**Run 1: supply network**

Pins as bars on the die edge. Tap cells in grey.
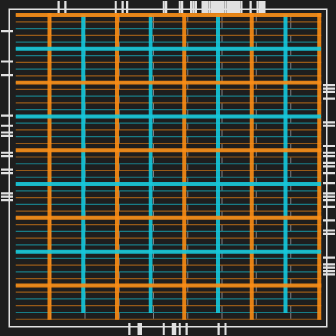
**Run 1: placed cells, one colour a class**

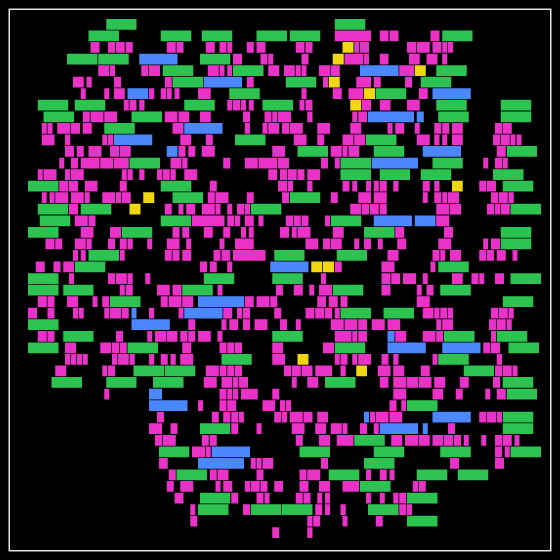
**Run 1: clock distribution**

Scale bar: 50 µm.
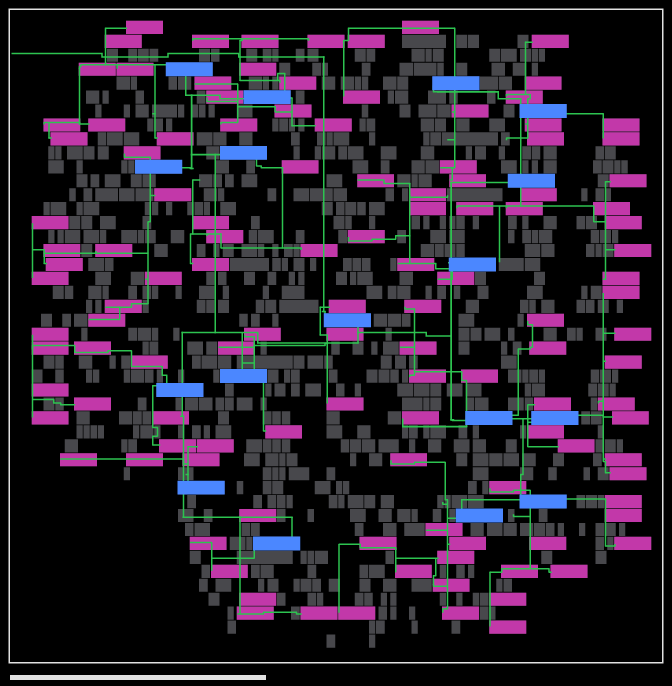
**Run 1: metal layers overlaid**

Scale bar: 50 µm.
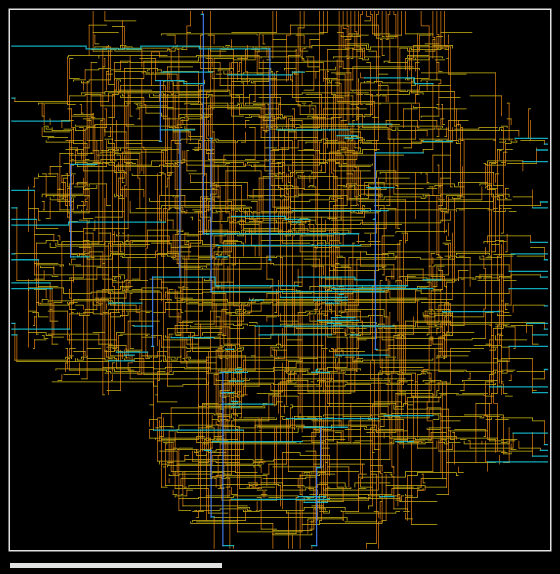
## config.mk

```make
export PLATFORM = sky130hd
export DESIGN_NAME = apb_timer_slv
export DESIGN_NICKNAME = d
export VERILOG_FILES = /design/src/rtl/apb_timer_pkg.sv /design/src/rtl/apb_timer_core.sv /design/src/rtl/apb_timer_slv.sv
export SDC_FILE = /design/constraint.sdc
export NUM_CORES = 1
export LEC_CHECK = 0
export CORE_MARGIN = 2
export CORE_UTILIZATION = 40
export CTS_CLUSTER_SIZE = 30
export DETAILED_ROUTE_END_ITERATION = 8
export DONT_BUFFER_PORTS = 1
export MAX_ROUTING_LAYER = met4
export PLACE_DENSITY = 0.52
export SYNTH_ARGS = -nofsm -noshare
export SYNTH_HDL_FRONTEND = slang
export SYNTH_SLANG_ARGS = --single-unit
```

## constraint.sdc

```tcl
create_clock -name clk_i -period 4.6 [get_ports clk_i]
set_input_delay 1.38 -clock clk_i [delete_from_list [all_inputs] [get_ports clk_i]]
set_output_delay 1.38 -clock clk_i [all_outputs]
set_load 0.1 [all_outputs]
```

## src/rtl/apb_timer_pkg.sv

```systemverilog
// Shared definitions for the APB timer slave: register offsets, CTRL layout
// and the APB handshake state encoding.
package apb_timer_pkg;

  localparam logic [3:0] CTRL_OFFS  = 4'h0;
  localparam logic [3:0] COUNT_OFFS = 4'h4;
  localparam logic [3:0] CMP_OFFS   = 4'h8;
  localparam logic [3:0] STAT_OFFS  = 4'hC;

  typedef struct packed {
    logic [7:0] presc;
    logic       irq_en;
    logic       auto_reload;
    logic       en;
  } ctrl_reg_t;

  typedef enum logic {
    IDLE = 1'b0,
    RESP = 1'b1
  } fsm_state_e;

endpackage

```

## src/rtl/apb_timer_core.sv

```systemverilog
// Prescaler, 32-bit up-counter and compare logic. A software write to COUNT
// takes priority over the tick increment in the same cycle.
module apb_timer_core
  import apb_timer_pkg::*;
(
  input  logic        clk_i,
  input  logic        rst_ni,
  input  ctrl_reg_t   ctrl_i,
  input  logic        ctrl_we_i,
  input  logic        count_we_i,
  input  logic [31:0] wdata_i,
  input  logic [31:0] compare_i,
  output logic [31:0] count_o,
  output logic        match_set_o
);

  logic [7:0]  psc_q, psc_d;
  logic [31:0] count_q, count_d;
  logic        tick;
  logic        hit;

  always_comb begin
    tick        = ctrl_i.en && (psc_q == ctrl_i.presc);
    hit         = (count_q == compare_i);
    match_set_o = tick && hit;

    // Any CTRL write restarts the prescale period so a new presc takes effect cleanly.
    psc_d = psc_q;
    if (ctrl_we_i) begin
      psc_d = '0;
    end else if (ctrl_i.en) begin
      psc_d = tick ? '0 : psc_q + 8'd1;
    end

    count_d = count_q;
    if (count_we_i) begin
      count_d = wdata_i;
    end else if (tick) begin
      count_d = (hit && ctrl_i.auto_reload) ? '0 : count_q + 32'd1;
    end
  end

  always_ff @(posedge clk_i) begin
    if (!rst_ni) begin
      psc_q   <= '0;
      count_q <= '0;
    end else begin
      psc_q   <= psc_d;
      count_q <= count_d;
    end
  end

  assign count_o = count_q;

endmodule

```

## src/rtl/apb_timer_slv.sv

```systemverilog
// APB3 timer slave: two-state handshake FSM with one fixed wait state, the
// register file (CTRL/COMPARE/STAT) and the registered interrupt level.
module apb_timer_slv
  import apb_timer_pkg::*;
#(
  parameter int unsigned APB_ADDR_WIDTH = 12,
  parameter int unsigned APB_DATA_WIDTH = 32,
  parameter logic [31:0] RESET_COMPARE  = 32'hFFFF_FFFF
) (
  input  logic                      clk_i,
  input  logic                      rst_ni,
  input  logic                      psel_i,
  input  logic                      penable_i,
  input  logic                      pwrite_i,
  input  logic [APB_ADDR_WIDTH-1:0] paddr_i,
  input  logic [31:0]               pwdata_i,
  output logic [31:0]               prdata_o,
  output logic                      pready_o,
  output logic                      pslverr_o,
  output logic                      irq_o
);

  if (APB_DATA_WIDTH != 32) begin : g_width_check
    $error("apb_timer_slv: APB_DATA_WIDTH must be 32");
  end

  fsm_state_e  state_q;
  logic [31:0] prdata_q;
  logic        pready_q, pslverr_q;

  ctrl_reg_t   ctrl_q, ctrl_d;
  logic [31:0] compare_q, compare_d;
  logic        match_q, match_d;
  logic        irq_q;

  logic [3:0]  offs;
  logic        addr_err;
  logic        wr_ok;
  logic        ctrl_we, count_we, cmp_we, stat_we;
  logic [31:0] rdata_mux;
  logic [31:0] count;
  logic        match_set;

  always_comb begin
    offs     = paddr_i[3:0];
    addr_err = (paddr_i[1:0] != 2'b00) || (paddr_i[APB_ADDR_WIDTH-1:4] != '0);
    wr_ok    = (state_q == IDLE) && psel_i && penable_i && pwrite_i && !addr_err;
    ctrl_we  = wr_ok && (offs == CTRL_OFFS);
    count_we = wr_ok && (offs == COUNT_OFFS);
    cmp_we   = wr_ok && (offs == CMP_OFFS);
    stat_we  = wr_ok && (offs == STAT_OFFS);

    rdata_mux = '0;
    case (offs)
      CTRL_OFFS:  rdata_mux = {16'h0000, ctrl_q.presc, 5'b00000,
                               ctrl_q.irq_en, ctrl_q.auto_reload, ctrl_q.en};
      COUNT_OFFS: rdata_mux = count;
      CMP_OFFS:   rdata_mux = compare_q;
      STAT_OFFS:  rdata_mux = {31'h0, match_q};
      default:    rdata_mux = '0;
    endcase

    ctrl_d = ctrl_q;
    if (ctrl_we) begin
      ctrl_d.presc       = pwdata_i[15:8];
      ctrl_d.irq_en      = pwdata_i[2];
      ctrl_d.auto_reload = pwdata_i[1];
      ctrl_d.en          = pwdata_i[0];
    end

    compare_d = cmp_we ? pwdata_i : compare_q;

    // Hardware set wins over a coincident write-1-to-clear.
    match_d = match_q;
    if (match_set) begin
      match_d = 1'b1;
    end else if (stat_we && pwdata_i[0]) begin
      match_d = 1'b0;
    end
  end

  always_ff @(posedge clk_i) begin
    if (!rst_ni) begin
      state_q   <= IDLE;
      pready_q  <= 1'b0;
      pslverr_q <= 1'b0;
      prdata_q  <= '0;
    end else begin
      case (state_q)
        IDLE: begin
          if (psel_i && penable_i) begin
            state_q   <= RESP;
            pready_q  <= 1'b1;
            pslverr_q <= addr_err;
            prdata_q  <= (pwrite_i || addr_err) ? '0 : rdata_mux;
          end
        end
        RESP: begin
          state_q   <= IDLE;
          pready_q  <= 1'b0;
          pslverr_q <= 1'b0;
          prdata_q  <= '0;
        end
      endcase
    end
  end

  always_ff @(posedge clk_i) begin
    if (!rst_ni) begin
      ctrl_q    <= '0;
      compare_q <= RESET_COMPARE;
      match_q   <= 1'b0;
      irq_q     <= 1'b0;
    end else begin
      ctrl_q    <= ctrl_d;
      compare_q <= compare_d;
      match_q   <= match_d;
      irq_q     <= match_q && ctrl_q.irq_en;
    end
  end

  apb_timer_core u_core (
    .clk_i       (clk_i),
    .rst_ni      (rst_ni),
    .ctrl_i      (ctrl_q),
    .ctrl_we_i   (ctrl_we),
    .count_we_i  (count_we),
    .wdata_i     (pwdata_i),
    .compare_i   (compare_q),
    .count_o     (count),
    .match_set_o (match_set)
  );

  assign prdata_o  = prdata_q;
  assign pready_o  = pready_q;
  assign pslverr_o = pslverr_q;
  assign irq_o     = irq_q;

endmodule

```

==> results.py, run 1 <==
# Metrics from the implementation run
metrics = {
    "run_status": {
        "status": "complete, no violations",
    },
    "synthesis": {
        "yosys.area_share.simple_pct": 28.2,
        "ys.flops": 120,
        "adder_share_pct": 0.413,
        "yosys_area_um2": 6070,
        "ys_cells": 778,
        "ys_seq_share_pct": 39.6,
        "postSynthAreaPerCell_um2": 7.80,
        "ys_sh_mux_pct": 0.330,
        "ys.flop_type": "dfxtp_1",
        "xor_share_pct": 7.80,
        "fp_nets": 829,
        "synth_cell_types": 51,
        "edf_count": 0,
        "ys_warn_count": 0,
        "topCellsByArea": "dfxtp_1 40%, nand2_1 9.2%, xnor2_1 6.8%",
        "top_area_share_pct": 39.6,
        "top_area_cell": "dfxtp_1",
        "topCombFamilyByArea": "simple AND/OR/NAND/NOR gates",
        "syn_area_um2": 6070,
        "synthTopCellsByCount": "148 x nand2_1, 120 x dfxtp_1, 59 x nand3_1",
        "aoi_share_pct": 19.4,
        "async_reset_ff_share_pct": 0,
        "yosysMostFrequentCell": "nand2_1",
        "syn_inst": 778,
    },
    "global_route": {
        "first_global_vias": 5262,
        "grtUsageMet2_pct": 36.2,
        "gr-total-overflow": 0,
        "grt_max_degree": 117,
        "grt_antenna_before_repair": 0,
        "use_met3_pct": 5.28,
        "grt_pass1_wl_um": 29700,
        "busiest_layer": "met2",
        "global_route.usage.total_pct": 24.5,
        "met1_usage_pct": 33.3,
    },
    "timing": {
        "tns_ns": 0,
        "rsz0062_at_grt": "false",
        "clock.fmax_mhz": 327,
        "drv_slew": 0,
        "slew_headroom_pct": 16.3,
        "min_period_ns": 3.05,
        "finalHoldViolCount": 0,
        "fin_worst_skew_ns": 0.0114,
        "setup_viol_count_final": 0,
        "finalWorstSetupSlack_ns": 1.55,
        "timing.final.crit_share_pct": 66.4,
        "hold_slack_ns": 0.462,
        "worst_slew_pin_slew_ns": 1.26,
    },
    "setup_path": {
        "critical_path_class": "in2reg",
        "crit_path_cell_trace": "nor4_1, and3_1, nand3_1, nand2b_1, o21ai_0, a21oi_1",
        "cp-startpoint": "paddr_i[5]",
        "reg2reg_depth": 7,
        "r2r_end": "u_core.count_o[21]",
        "crit_path_end": "u_core.count_o[20]",
        "end_kind": "flop",
        "cp-start-kind": "primary input",
        "critPathTopFamily": "simple AND/OR/NAND/NOR gates",
        "cp.arrival_ns": 3.30,
        "critPathMaxStageDelay_ns": 0.76,
        "required_ns": 4.85,
        "timing.critical_path.slowest_stage_cell": "nand2b_1",
        "rrSetupSlack_ns": 1.64,
        "cp.depth": 6,
        "critical_path.max_fanout": 30,
        "worst-path-buf-inv": 0,
        "r2r_start": "u_core.count_o[9]",
    },
    "finish": {
        "seqCellArea_um2": 2400,
        "clock_buffers": 22,
        "final_nets": 798,
        "sh_seq_area_pct": 35.4,
        "dominant_cells": "multi-input combinational cells",
        "mostFrequentLayoutCells": "148 x nand2_1, 120 x dfxtp_1, 59 x nand3_1",
        "clockNetworkAreaShare_pct": 9.00,
        "comb_area_um2": 3430,
        "nonClockBufferCount": 13,
        "inv_count": 3,
        "antenna_cells": 0,
        "nFlopsAndLatches": 120,
        "drive_gt1_share_pct": 6.73,
        "nonClkBufAreaFrac_pct": 1.44,
        "mostFrequentLayoutCell": "nand2_1",
        "comb_area_share_pct": 50.5,
        "n_fill_cell": 1500,
        "fin_cells": 946,
        "syn_to_final_growth_pct": 11.9,
        "logic_gate_count": 592,
        "design_area_um2": 6790,
    },
    "placed_design": {
        "portBuffers": 0,
        "dpl_cell_area_um2": 6180,
        "dp.final_hpwl_um": 13100,
        "place_inst": 916,
        "dp_slack_ns": 1.15,
        "gp_congestion": 0.875,
    },
    "drt": {
        "routed.top_layer": "met4",
        "ant_nets": 0,
        "wl_met3_um": 1020,
        "first_pass_iters": 5,
        "drc": 0,
        "wl_met1_um": 9000,
        "met2_length_um": 8470,
        "drtIter0Drc": 482,
        "viasPerCell": 5.81,
    },
    "power": {
        "p_per_area_nw_per_um2": 368,
        "p_switching_uw": 507,
        "p_comb_uw": 44.4,
        "power.group.top": "the clock network",
        "switching_share_pct": 20.3,
        "p_leak_uw": 0.00232,
        "p_int_uw": 1990,
        "pwr-share-seq_pct": 42.3,
        "finalPower_uw": 2500,
        "combPwrFrac_pct": 1.8,
        "pg_seq_uw": 1060,
    },
    "floorplan": {
        "fp.dieW_um": 127,
        "fp.dieH_um": 127,
        "ios": 84,
        "fp_util_pct": 40.3,
        "die_area_um2": 16200,
        "tapCellCount": 188,
    },
    "clocking": {
        "cts-htree-levels": 4,
        "post_cts_buffers": 0,
        "cts_root_buffer": "clkbuf_16",
        "cts_inserted_buffers": 17,
        "max-clock-path-buffers": 2,
        "cts_hold_buf": 0,
        "cts_resized": 0,
        "cts_sinks": 120,
        "cts_tree": "built",
        "clk_pin_slew_ns": 0.05,
    },
    "worst_hold_path": {
        "min_path_type": "reg2reg",
        "min_to": "ctrl_q[2]",
        "hold_path_depth": 2,
        "hp-start": "ctrl_q[2]",
    },
    "run": {
        "openroad.warnings": 28,
        "maxCapViolCount": 0,
    },
}
Notes on 'supply network' above:
orange -> VSS
cyan -> VDD
signal pins = 84
rows = 45
tap cells = 188
met5 straps = 9
Worst VDD drop: 0.253 mV
total core area: 15,000 µm²

Notes on 'placed cells, one colour a class' above:
blue -> clock drivers and dummy loads  # cells 30, share of their area 9.3%
green -> sequential cells  # cells 120, share of their area 37%
magenta -> combinational and other logic  # cells 595, share of their area 53%
yellow -> remaining buffers and delay cells  # cells 13, share of their area 1.5%
# rows: 45
final core utilization: 45.1%

Notes on 'clock distribution' above:
green -> clock wires  # length 1,680 µm
blue -> clock drivers  # count 17
magenta -> flip-flops  # count 120
routed clock nets = 18
clock-net power: 1400 µW
Clock power frac: 55.9%
worst skew pair latency: 0.42 ns

Notes on 'metal layers overlaid' above:
yellow -> metal 1  # wire length 9,000 µm
blue -> metal 4  # wire length 355 µm
cyan -> metal 3  # wire length 1,020 µm
orange -> metal 2  # wire length 8,470 µm
Routed Wire Length: 18,800 µm
via count: 5,496
WL/cell: 19.9 µm

==> run 1 -> run 2 <==
==> constraint.sdc (replaced) <==
create_clock -name clk_i -period 3.1 [get_ports clk_i]
set_input_delay 0.93 -clock clk_i [delete_from_list [all_inputs] [get_ports clk_i]]
set_output_delay 0.93 -clock clk_i [all_outputs]
set_load 0.1 [all_outputs]
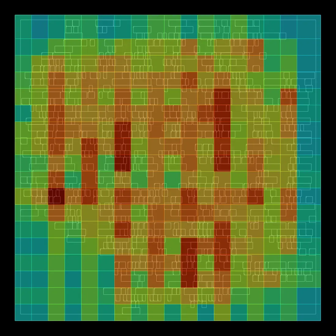
**Above:** run 2 (congestion heat map).
busiest grt layer: met2
GRT met1 Usage: 32.5%
GR Util All Layers: 24.8%
met2 Use GR: 36.9%
final core utilization: 46.9%

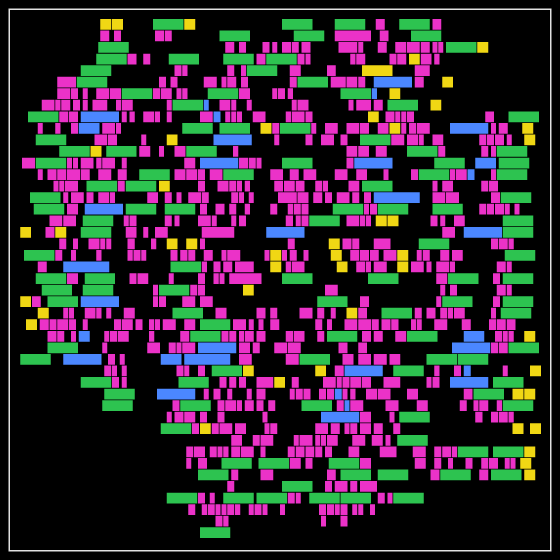
**Above:** run 2 (placed cells, one colour a class).
green -> sequential cells  # cells 120, share of their area 35%
magenta -> combinational and other logic  # cells 595, share of their area 50%
blue -> clock drivers and dummy loads  # cells 32, share of their area 8.9%
yellow -> remaining buffers and delay cells  # cells 48, share of their area 5.5%

==> run 2 against run 1 <==
Compared with the run above: via count grew 4.1%; sequential power grew 47%; wire length grew 1.4%; register-to-register slack lost 1.2 ns; critical path depth grew 2; hold slack gained 0.024 ns; die size is the same; non-clock buffer count grew 35; clock skew shrank 0.0035 ns; critical path type is now reg2reg; largest cell class unchanged.
==> results.py, run 2 <==
# Metrics from the implementation run
metrics = {
    "clocking": {
        "clock.latency.late_pin_ns": 0.42,
        "cts_resized": 0,
        "post_cts_buffers": 0,
        "clk_pin_slew_ns": 0.06,
        "cts_hold_buf": 0,
        "cts_sinks": 120,
    },
    "timing": {
        "min_period_ns": 2.62,
        "timing.final.crit_share_pct": 84.6,
        "rsz0062_at_grt": "false",
        "tns_ns": 0,
        "clock.fmax_mhz": 381,
        "fin_worst_skew_ns": 0.00789,
        "worst_slew_pin_slew_ns": 1.05,
        "setup_viol_count_final": 0,
        "finalHoldViolCount": 0,
    },
    "global_route": {
        "grt_antenna_before_repair": 0,
        "gr-total-overflow": 0,
        "first_global_vias": 5362,
        "grt_pass1_wl_um": 30000,
        "grt_max_degree": 117,
    },
    "setup_path": {
        "cp.arrival_ns": 2.93,
        "cp-startpoint": "u_core.count_o[10]",
        "critPathTopFamily": "simple AND/OR/NAND/NOR gates",
        "critical_path_class": "reg2reg",
        "rrSetupSlack_ns": 0.48,
        "worst-path-buf-inv": 1,
        "crit_path_end": "u_core.count_o[29]",
        "r2r_end": "u_core.count_o[29]",
    },
    "worst_hold_path": {
        "min_to": "ctrl_q[3]",
        "hp-start": "ctrl_q[3]",
    },
    "placed_design": {
        "place_inst": 951,
        "dp.final_hpwl_um": 13400,
    },
    "finish": {
        "nonClkBufAreaFrac_pct": 5.28,
        "nFlopsAndLatches": 120,
        "mostFrequentLayoutCells": "148 x nand2_1, 120 x dfxtp_1, 59 x nand3_1",
        "sh_seq_area_pct": 34.0,
        "seqCellArea_um2": 2400,
        "inv_count": 3,
        "n_fill_cell": 1474,
    },
    "synthesis": {
        "ys_seq_share_pct": 39.6,
        "fp_nets": 829,
        "ys_cells": 778,
        "ys.flop_type": "dfxtp_1",
        "synthTopCellsByCount": "148 x nand2_1, 120 x dfxtp_1, 59 x nand3_1",
        "ys_sh_mux_pct": 0.330,
        "ys_warn_count": 0,
        "syn_area_um2": 6070,
        "synth_cell_types": 51,
        "top_area_share_pct": 39.6,
        "yosys.area_share.simple_pct": 28.2,
    },
    "drt": {
        "drc": 0,
        "routed.top_layer": "met4",
        "met2_length_um": 8630,
        "wl_met1_um": 8440,
    },
    "power": {
        "finalPower_uw": 3690,
        "pwr-share-seq_pct": 42.2,
        "combPwrFrac_pct": 2.3,
        "p_switching_uw": 763,
        "power.share.clock_pct": 55.5,
        "p_per_area_nw_per_um2": 523,
    },
    "floorplan": {
        "core_area_um2": 15000,
        "fp.dieW_um": 127,
        "fp_util_pct": 40.3,
        "die_area_um2": 16200,
        "tapCellCount": 188,
    },
    "run": {
        "maxCapViolCount": 0,
    },
    "run_status": {
        "status": "complete, no violations",
    },
}
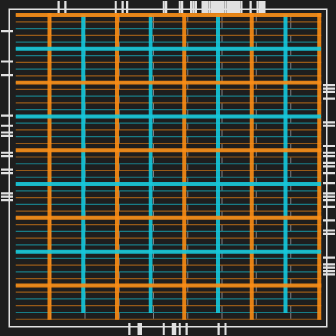
**Above:** run 2 (supply network).
Pins as bars on the die edge. Tap cells in grey.
orange -> VSS
cyan -> VDD
met1 rails = 46
met5 straps = 9
rows = 45
signal pins = 84
DIE HEIGHT: 127 µm
Worst VDD drop: 0.359 mV

No activity file was given, so power comes from the tool's default toggle rates.
